**config.mk**
```make
export PLATFORM = sky130hd
export DESIGN_NAME = adsr_envelope
export DESIGN_NICKNAME = d
export VERILOG_FILES = /design/src/rtl/adsr_envelope.sv
export SDC_FILE = /design/constraint.sdc
export NUM_CORES = 1
export LEC_CHECK = 0
export CAP_MARGIN = 20
export CORE_MARGIN = 3
export CORE_UTILIZATION = 55
export DETAILED_ROUTE_END_ITERATION = 6
export PLACE_DENSITY = 0.88
export SETUP_SLACK_MARGIN = 0.05
export SYNTH_ARGS = -nofsm -noshare
export SYNTH_HDL_FRONTEND = slang
export SYNTH_SLANG_ARGS = --single-unit
export TNS_END_PERCENT = 50
```
**constraint.sdc**
```tcl
create_clock -name clk -period 9.3 [get_ports clk]
set_clock_uncertainty 0.15 [all_clocks]
set_input_delay 2.79 -clock clk [delete_from_list [all_inputs] [get_ports clk]]
set_output_delay 2.79 -clock clk [all_outputs]
set_load 0.01 [all_outputs]
```
**src/rtl/adsr_envelope.sv**
```systemverilog
// Per-voice ADSR envelope generator: converts a note gate into a stepped amplitude
// envelope that advances one step per sample-rate tick; gate edges are handled at clk rate.
module adsr_envelope #(
  parameter int unsigned ENV_BITS       = 16,
  parameter int unsigned AMPLITUDE_BITS = 8
) (
  input  logic                      clk,
  input  logic                      rst,
  input  logic                      tick,
  input  logic                      gate,
  input  logic [ENV_BITS-1:0]       attack_rate,
  input  logic [ENV_BITS-1:0]       decay_rate,
  input  logic [AMPLITUDE_BITS-1:0] sustain_level,
  input  logic [ENV_BITS-1:0]       release_rate,
  output logic [AMPLITUDE_BITS-1:0] amplitude,
  output logic                      active,
  output logic [2:0]                state
);

  typedef enum logic [2:0] {
    IDLE    = 3'd0,
    ATTACK  = 3'd1,
    DECAY   = 3'd2,
    SUSTAIN = 3'd3,
    RELEASE = 3'd4
  } state_t;

  localparam logic [ENV_BITS:0] L_MAX = {1'b0, {ENV_BITS{1'b1}}};

  state_t              r_state;
  state_t              w_state_nxt;
  logic [ENV_BITS-1:0] r_env;
  logic [ENV_BITS-1:0] w_env_nxt;
  logic                r_gate_s;
  logic                r_gate_q;
  logic                w_rise;
  logic                w_fall;
  logic [ENV_BITS-1:0] w_s_tgt;
  logic [ENV_BITS:0]   w_att_sum;
  logic [ENV_BITS:0]   w_dec_dif;

  // The gate pipeline keeps sampling through reset, so a gate held across reset
  // release is seen as a steady level rather than a fresh note-on.
  always_ff @(posedge clk) begin
    r_gate_s <= gate;
    r_gate_q <= r_gate_s;
  end

  assign w_rise    = r_gate_s & ~r_gate_q;
  assign w_fall    = ~r_gate_s & r_gate_q;
  assign w_s_tgt   = {sustain_level, {(ENV_BITS-AMPLITUDE_BITS){1'b0}}};
  assign w_att_sum = {1'b0, r_env} + {1'b0, attack_rate};
  assign w_dec_dif = {1'b0, r_env} - {1'b0, decay_rate};

  always_ff @(posedge clk) begin
    if (rst) begin
      r_state <= IDLE;
      r_env   <= '0;
    end else begin
      r_state <= w_state_nxt;
      r_env   <= w_env_nxt;
    end
  end

  always_comb begin
    w_state_nxt = r_state;
    w_env_nxt   = r_env;
    if (w_rise) begin
      w_state_nxt = ATTACK;
    end else if (w_fall) begin
      if (r_state == ATTACK || r_state == DECAY || r_state == SUSTAIN)
        w_state_nxt = RELEASE;
    end else begin
      case (r_state)
        IDLE: w_env_nxt = '0;
        ATTACK: begin
          if (tick) begin
            if (w_att_sum >= L_MAX) begin
              w_env_nxt   = '1;
              w_state_nxt = DECAY;
            end else begin
              w_env_nxt = w_att_sum[ENV_BITS-1:0];
            end
          end
        end
        DECAY: begin
          if (tick) begin
            // Top bit set means the subtraction wrapped below zero.
            if (w_dec_dif[ENV_BITS] || (w_dec_dif[ENV_BITS-1:0] <= w_s_tgt)) begin
              w_env_nxt   = w_s_tgt;
              w_state_nxt = SUSTAIN;
            end else begin
              w_env_nxt = w_dec_dif[ENV_BITS-1:0];
            end
          end
        end
        SUSTAIN: w_env_nxt = w_s_tgt;
        RELEASE: begin
          if (tick) begin
            if (release_rate >= r_env) begin
              w_env_nxt   = '0;
              w_state_nxt = IDLE;
            end else begin
              w_env_nxt = r_env - release_rate;
            end
          end
        end
        default: begin
          w_state_nxt = IDLE;
          w_env_nxt   = '0;
        end
      endcase
    end
  end

  assign amplitude = r_env[ENV_BITS-1 -: AMPLITUDE_BITS];
  assign active    = (r_state != IDLE);
  assign state     = r_state;

endmodule

```
**Run 1: I/O nets highlighted**

(3 px per um)
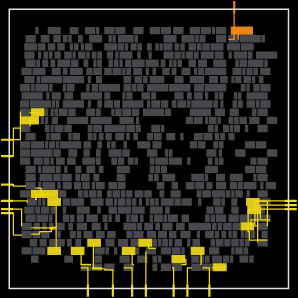
Yellow marks `attack_rate`, bits 16, direction input, end cells 17, buffers 16, wire 311 um. Orange marks `gate`, bits 1, direction input, end cells 1, buffers 1, wire 15.6 um.
Port Buffer Count: 71
I/O pins: 72

**Run 1: track usage over the die**

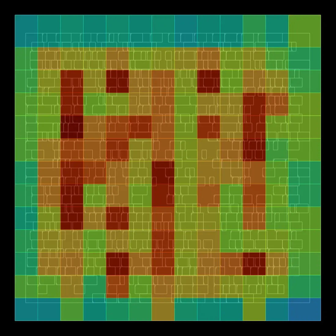
end-of-flow core utilization: 69.6%
most congested layer reported by global routing: met2
met2 Track Usage GR: 47.0%
M1 GR Usage: 36.8%
global-route met3 utilization: 4.87%

**Run 1: clock distribution**

(4 px per um)
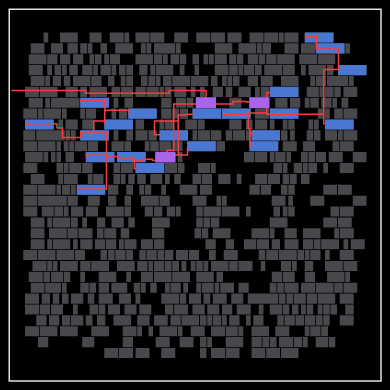
Red marks clock wires, length 297 um. Purple marks clock-net drivers, count 3. Blue marks flip-flops, count 21.
There are 4 routed clock nets.
insertion delay at the late pin of the worst-skew pair: 0.27 ns
proportion of power drawn by the clock network: 23.6%
clock-net power: 0.0000625 W

**Run 1: signal wires on met4**

(4 px per um) Supply wires on this layer in grey.
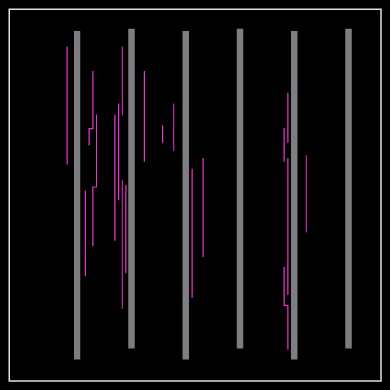
The wires run mostly vertical. The longest straight run is 34.0 um.
WL final: 12400 um
via count of the routed design: 4522

==> run 1: metal layers <==
layer  GRT usage, %  up-vias
met3           4.87       43
met1           36.8     2072
met2           47.0      189
li1               -     2218
met4           9.53        0
met5              0        -
==> run 1: cell type report <==
cell class | count | area [um^2] | area share (%)
timing repair buffer | 72 | 718 | 14.7
clock inverter | 1 | 5.00 | 0.102
clock buffer | 3 | 41.3 | 0.846
tap | 96 | 120 | 2.46
sequential | 21 | 420 | 8.61
multi-input combinational | 465 | 3380 | 69.2
inverter | 53 | 199 | 4.07
==> run 1: power by group <==
group          switching, W  internal (W)  total [W]
Clock             0.0000326     0.0000299  0.0000625
Sequential       0.00000130     0.0000907  0.0000920
Combinational     0.0000561     0.0000543   0.000110
Total             0.0000900      0.000175   0.000265
==> run summary, run 1 <==
number of flip-flops in the largest register: 16
total half-perimeter wirelength after legalization and detailed placement: 10200 um
average cell area after synthesis: 7.38 um^2
setup repair after global routing missed its margin: no
max_slew headroom: 28.8%
FP Util: 58.7%
highest routing layer actually used: met4
power per standard cell area: 54.3 nW/um^2
number of distinct library cells after synthesis: 73
maximum frequency from static timing analysis: 139 MHz
Worst setup endpoint: r_env[15]
share of synthesized area occupied by flip-flops and latches: 10.2%
largest combinational cell category by area: AND-OR/OR-AND gates
average wire per standard cell: 17.4 um
top-count cell post-synth: sky130_fd_sc_hd__ha_1
number of standard cells in the layout, taps in and fillers out: 711
post-synthesis cell type with the largest combined area: sky130_fd_sc_hd__ha_1
routed metal-1 wire length: 5490 um
worst min-delay path category: reg -> reg
number of cells after detailed placement: 707
dpl cell area: 4840 um^2
fin area: 4880 um^2
mux cell area share after synthesis: 0.972%
chip area: 8570 um^2
maximum number of pins on one net before global-route repair: 19
hold-critical path endpoint: r_gate_q
ys cells: 558
power consumption: 0.000265 W
Synthesized Nets: 680
hold path startpoint: r_gate_s
Top reg by flops: r_env
synthesized-area fraction occupied by ao, oa, aoi and oai cells: 34.1%
fill count: 642
CTS HTree Levels: 1
final period demand of the worst path: 7.21 ns
worst hold slack across all endpoints: 0.230 ns
Critical Path RT: 9.31 ns
status: finished clean
gr ovfl total: 0
classification of the worst setup path: in -> reg
row cnt: 30
metal3 WL: 766 um
synthesized-area fraction occupied by adder cells: 19.4%
net total in the final layout: 738
Worst-Margin Slew: 1.07 ns
count of cells along the worst hold path: 0
number of antenna violations at the first check in global routing: 0
endpoint of the most critical register-to-register path: r_env[15]
launch point of the worst path: decay_rate[1]
number of buffers inserted during clock tree synthesis: 3
highest-count cells in the layout ignoring fill and taps: sky130_fd_sc_hd__clkdlybuf4s50_1, sky130_fd_sc_hd__ha_1, sky130_fd_sc_hd__inv_1
TritonCTS clock tree: done
final hold violation count: 0
clock root buffer: sky130_fd_sc_hd__clkbuf_8
CP Max Fanout: 11
cell class contributing the biggest share of worst-path delay: AND-OR/OR-AND gates
number of warnings in the stage logs: 28
floorplan die height: 92.6 um
number of synthesized flops with an enable pin: 0
count of instances resized after the clock tree is built: 0
simple-gate portion of the synthesized area: 21.4%
iteration count of the initial detailed-routing pass: 5
via/cell ratio: 6.36
number of logic stages on the critical path including buffering: 17
count of buffer and inverter cells on the critical path: 2
post-placement worst setup slack: 1.89 ns
number of hold buffers added after cts: 0
crit share post-route: 77.6%
deepest clock path buffer count: 2
total clock sinks: 21
CP endpoint kind: flop
most common cell after layout, fill and taps aside: sky130_fd_sc_hd__clkdlybuf4s50_1
top-area cell type share of the netlist area: 17.9%
Primary FF master, synth: sky130_fd_sc_hd__dfxtp_1
largest cells by area after synthesis: sky130_fd_sc_hd__ha_1, sky130_fd_sc_hd__dfxtp_1, sky130_fd_sc_hd__inv_1, sky130_fd_sc_hd__a21oi_1, sky130_fd_sc_hd__o21ai_0
Worst Reg2Reg Path Length in Cells: 15
Diodes inserted: 0
area growth from synthesis to layout: 18.5%
leakage power: 2.11 nW
instance count of the mapped netlist: 558
horizontal die size: 92.6 um
met2 wirelength from detailed routing: 5720 um
**Run 1: local utilization**

(4 px per um) 9 x 9 tiles, from dark blue (low) to red (high), 0 to 100% covered.
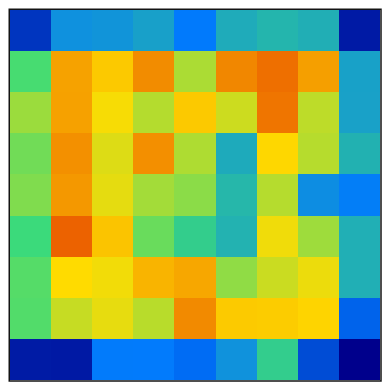

==> run 2: changes to the inputs <==
Clock period 9.3 ns to 7.15 ns, I/O delays scaled along.
**Run 2: local utilization**

(4 px per um) 9 x 9 tiles, from dark blue (low) to red (high), 0 to 100% covered.
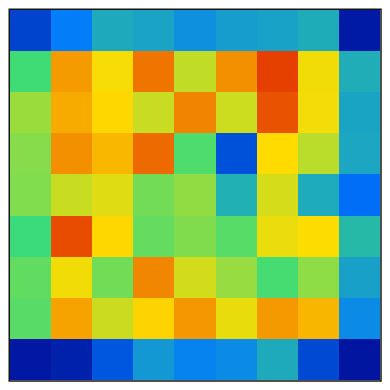
The densest ninth of the die: west. The fullest tile reaches 93%. 25% of the tiles are over 75% full.
core footprint: 7020 um^2
end-of-flow core utilization: 69.7%
FP Util: 58.7%

==> run 2 against run 1 <==
Effect of this change: via count rose by 0.51%; largest cell class unchanged; worst hold slack better by 0.0021 ns; non-clock buffer count is 1 higher; clock power rose by 26%; first-iteration DRC count decreased by 2.4%; combinational power is 31% higher; core utilization is 0.11 points higher; register-to-register slack lost 2.2 ns; critical path type unchanged.
==> run summary, run 2 <==
status: finished clean (unchanged)
launch point of the worst path: decay_rate[1] (unchanged)
global-route met3 utilization: 3.82% (was 4.87%)
row cnt: 30 (unchanged)
CP Max Fanout: 11 (unchanged)
sequential cell area: 420 um^2 (unchanged)
most common cell after layout, fill and taps aside: sky130_fd_sc_hd__clkdlybuf4s50_1 (unchanged)
CP endpoint kind: flop (unchanged)
maximum number of pins on one net before global-route repair: 19 (unchanged)
area growth from synthesis to layout: 18.7% (was 18.5%)
number of hold buffers added after cts: 0 (unchanged)
top-area cell type share of the netlist area: 17.9% (unchanged)
switching part of the total power: 33.5% (was 34.0%)
final period demand of the worst path: 6.60 ns
Top reg by flops: r_env (unchanged)
I/O pins: 72 (unchanged)
Worst Reg2Reg Path Length in Cells: 15 (unchanged)
most instantiated cells after synthesis: sky130_fd_sc_hd__ha_1, sky130_fd_sc_hd__inv_1, sky130_fd_sc_hd__nand2_1 (unchanged)
met2 Track Usage GR: 46.1% (was 47.0%)
hold-critical path endpoint: r_gate_q (unchanged)
hold path startpoint: r_gate_s (unchanged)
clock root buffer: sky130_fd_sc_hd__clkbuf_8 (unchanged)
maximum frequency from static timing analysis: 152 MHz
max_slew headroom: 33.6% (was 28.8%)
Reg power frac: 35.0% (was 34.7%)
count of buffer and inverter cells on the critical path: 2 (unchanged)
average cell area after synthesis: 7.38 um^2 (unchanged)
combinational-cell power consumption: 0.000144 W (was 0.000110 W)
cell class contributing the biggest share of worst-path delay: AND-OR/OR-AND gates (unchanged)
Diodes inserted: 0 (unchanged)
classification of the worst setup path: in -> reg (unchanged)
number of cells after detailed placement: 708 (was 707)
most congested layer reported by global routing: met2 (unchanged)
count of cells along the worst hold path: 0 (unchanged)
endpoint of the most critical register-to-register path: r_env[15] (unchanged)
top-count cell post-synth: sky130_fd_sc_hd__ha_1 (unchanged)
gr ovfl total: 0 (unchanged)
metal3 WL: 920 um (was 766 um)
part of the power in combinational logic: 42.0% (was 41.7%)
TritonCTS clock tree: done (unchanged)
leakage power: 2.11 nW (about the same)
cell internal power dissipation: 0.000227 W (was 0.000175 W)
via/cell ratio: 6.38 (was 6.36)
area of the multi-input gates: 3380 um^2 (unchanged)
total clock sinks: 21 (unchanged)
sw power: 0.000115 W (was 0.0000900 W)
largest cells by area after synthesis: sky130_fd_sc_hd__ha_1, sky130_fd_sc_hd__dfxtp_1, sky130_fd_sc_hd__inv_1, sky130_fd_sc_hd__a21oi_1, sky130_fd_sc_hd__o21ai_0 (unchanged)
proportion of power drawn by the clock network: 23.1% (was 23.6%)
number of standard cells in the layout, taps in and fillers out: 712 (was 711)
power consumption: 0.000342 W (was 0.000265 W)
deepest clock path buffer count: 2 (unchanged)
number of logic stages on the critical path including buffering: 17 (unchanged)
number of flip-flops in the largest register: 16 (unchanged)
floorplan die height: 92.6 um (unchanged)
horizontal die size: 92.6 um (unchanged)
Worst setup endpoint: r_env[15] (unchanged)
post-synthesis cell type with the largest combined area: sky130_fd_sc_hd__ha_1 (unchanged)
number of antenna violations at the first check in global routing: 0 (unchanged)
Port Buffer Count: 71 (unchanged)
Synthesized Nets: 680 (unchanged)
highest-count cells in the layout ignoring fill and taps: sky130_fd_sc_hd__clkdlybuf4s50_1, sky130_fd_sc_hd__ha_1, sky130_fd_sc_hd__inv_1 (unchanged)
via count of the routed design: 4545 (was 4522)
crit share post-route: 92.3%
instance count of the mapped netlist: 558 (unchanged)
routed metal-1 wire length: 5250 um (was 5490 um)
ys cells: 558 (unchanged)
met2 wirelength from detailed routing: 5770 um (was 5720 um)
net total in the final layout: 739 (was 738)
Primary FF master, synth: sky130_fd_sc_hd__dfxtp_1 (unchanged)
M1 GR Usage: 36.5% (was 36.8%)
share of synthesized area occupied by flip-flops and latches: 10.2% (unchanged)
iteration count of the initial detailed-routing pass: 5 (unchanged)
average wire per standard cell: 17.3 um (was 17.4 um)
worst min-delay path category: reg -> reg (unchanged)
insertion delay at the late pin of the worst-skew pair: 0.26 ns (was 0.27 ns)
highest routing layer actually used: met4 (unchanged)
final weighted congestion of routability-driven global placement: 0.951 (was 0.947)
clock-net power: 0.0000789 W (was 0.0000625 W)
chip area: 8570 um^2 (unchanged)
Top Consumer: combinational logic (unchanged)
worst hold slack across all endpoints: 0.232 ns (was 0.230 ns)
number of buffers inserted by post-CTS setup repair: 0 (unchanged)
number of synthesized flops with an enable pin: 0 (unchanged)
dpl cell area: 4840 um^2 (about the same)
count of instances resized after the clock tree is built: 0 (unchanged)
fill count: 612 (was 642)
Critical Path RT: 7.17 ns (was 9.31 ns)
number of buffers inserted during clock tree synthesis: 3 (unchanged)
number of warnings in the stage logs: 28 (unchanged)
flip-flop and latch power: 0.000120 W (was 0.0000920 W)
Worst-Margin Slew: 0.994 ns (was 1.07 ns)
setup repair after global routing missed its margin: no (unchanged)
## run 2: cell families (layout without fill, tap and decap cells)
| logic type | after synthesis | count (layout) | share of synthesized area [%] |
|---|---|---|---|
| AND-OR/OR-AND | 197 | 197 | 34.1 |
| AND/OR/NAND/NOR | 173 | 173 | 21.4 |
| buffers and inverters | 72 | 130 | 7.77 |
| adder cells (fa/ha/maj) | 62 | 62 | 19.4 |
| XOR/XNOR | 29 | 29 | 6.16 |
| flip-flops | 21 | 21 | 10.2 |
| multiplexers | 4 | 4 | 0.972 |
## run 2: layout make-up
class	count	share of cell area [%]
clock buffer	3	0.844
clock inverter	1	0.102
inverter	53	4.07
multi-input combinational	465	69.1
sequential	21	8.60
tap	96	2.46
timing repair buffer	73	14.8
No activity file was given, so power comes from the tool's default toggle rates.
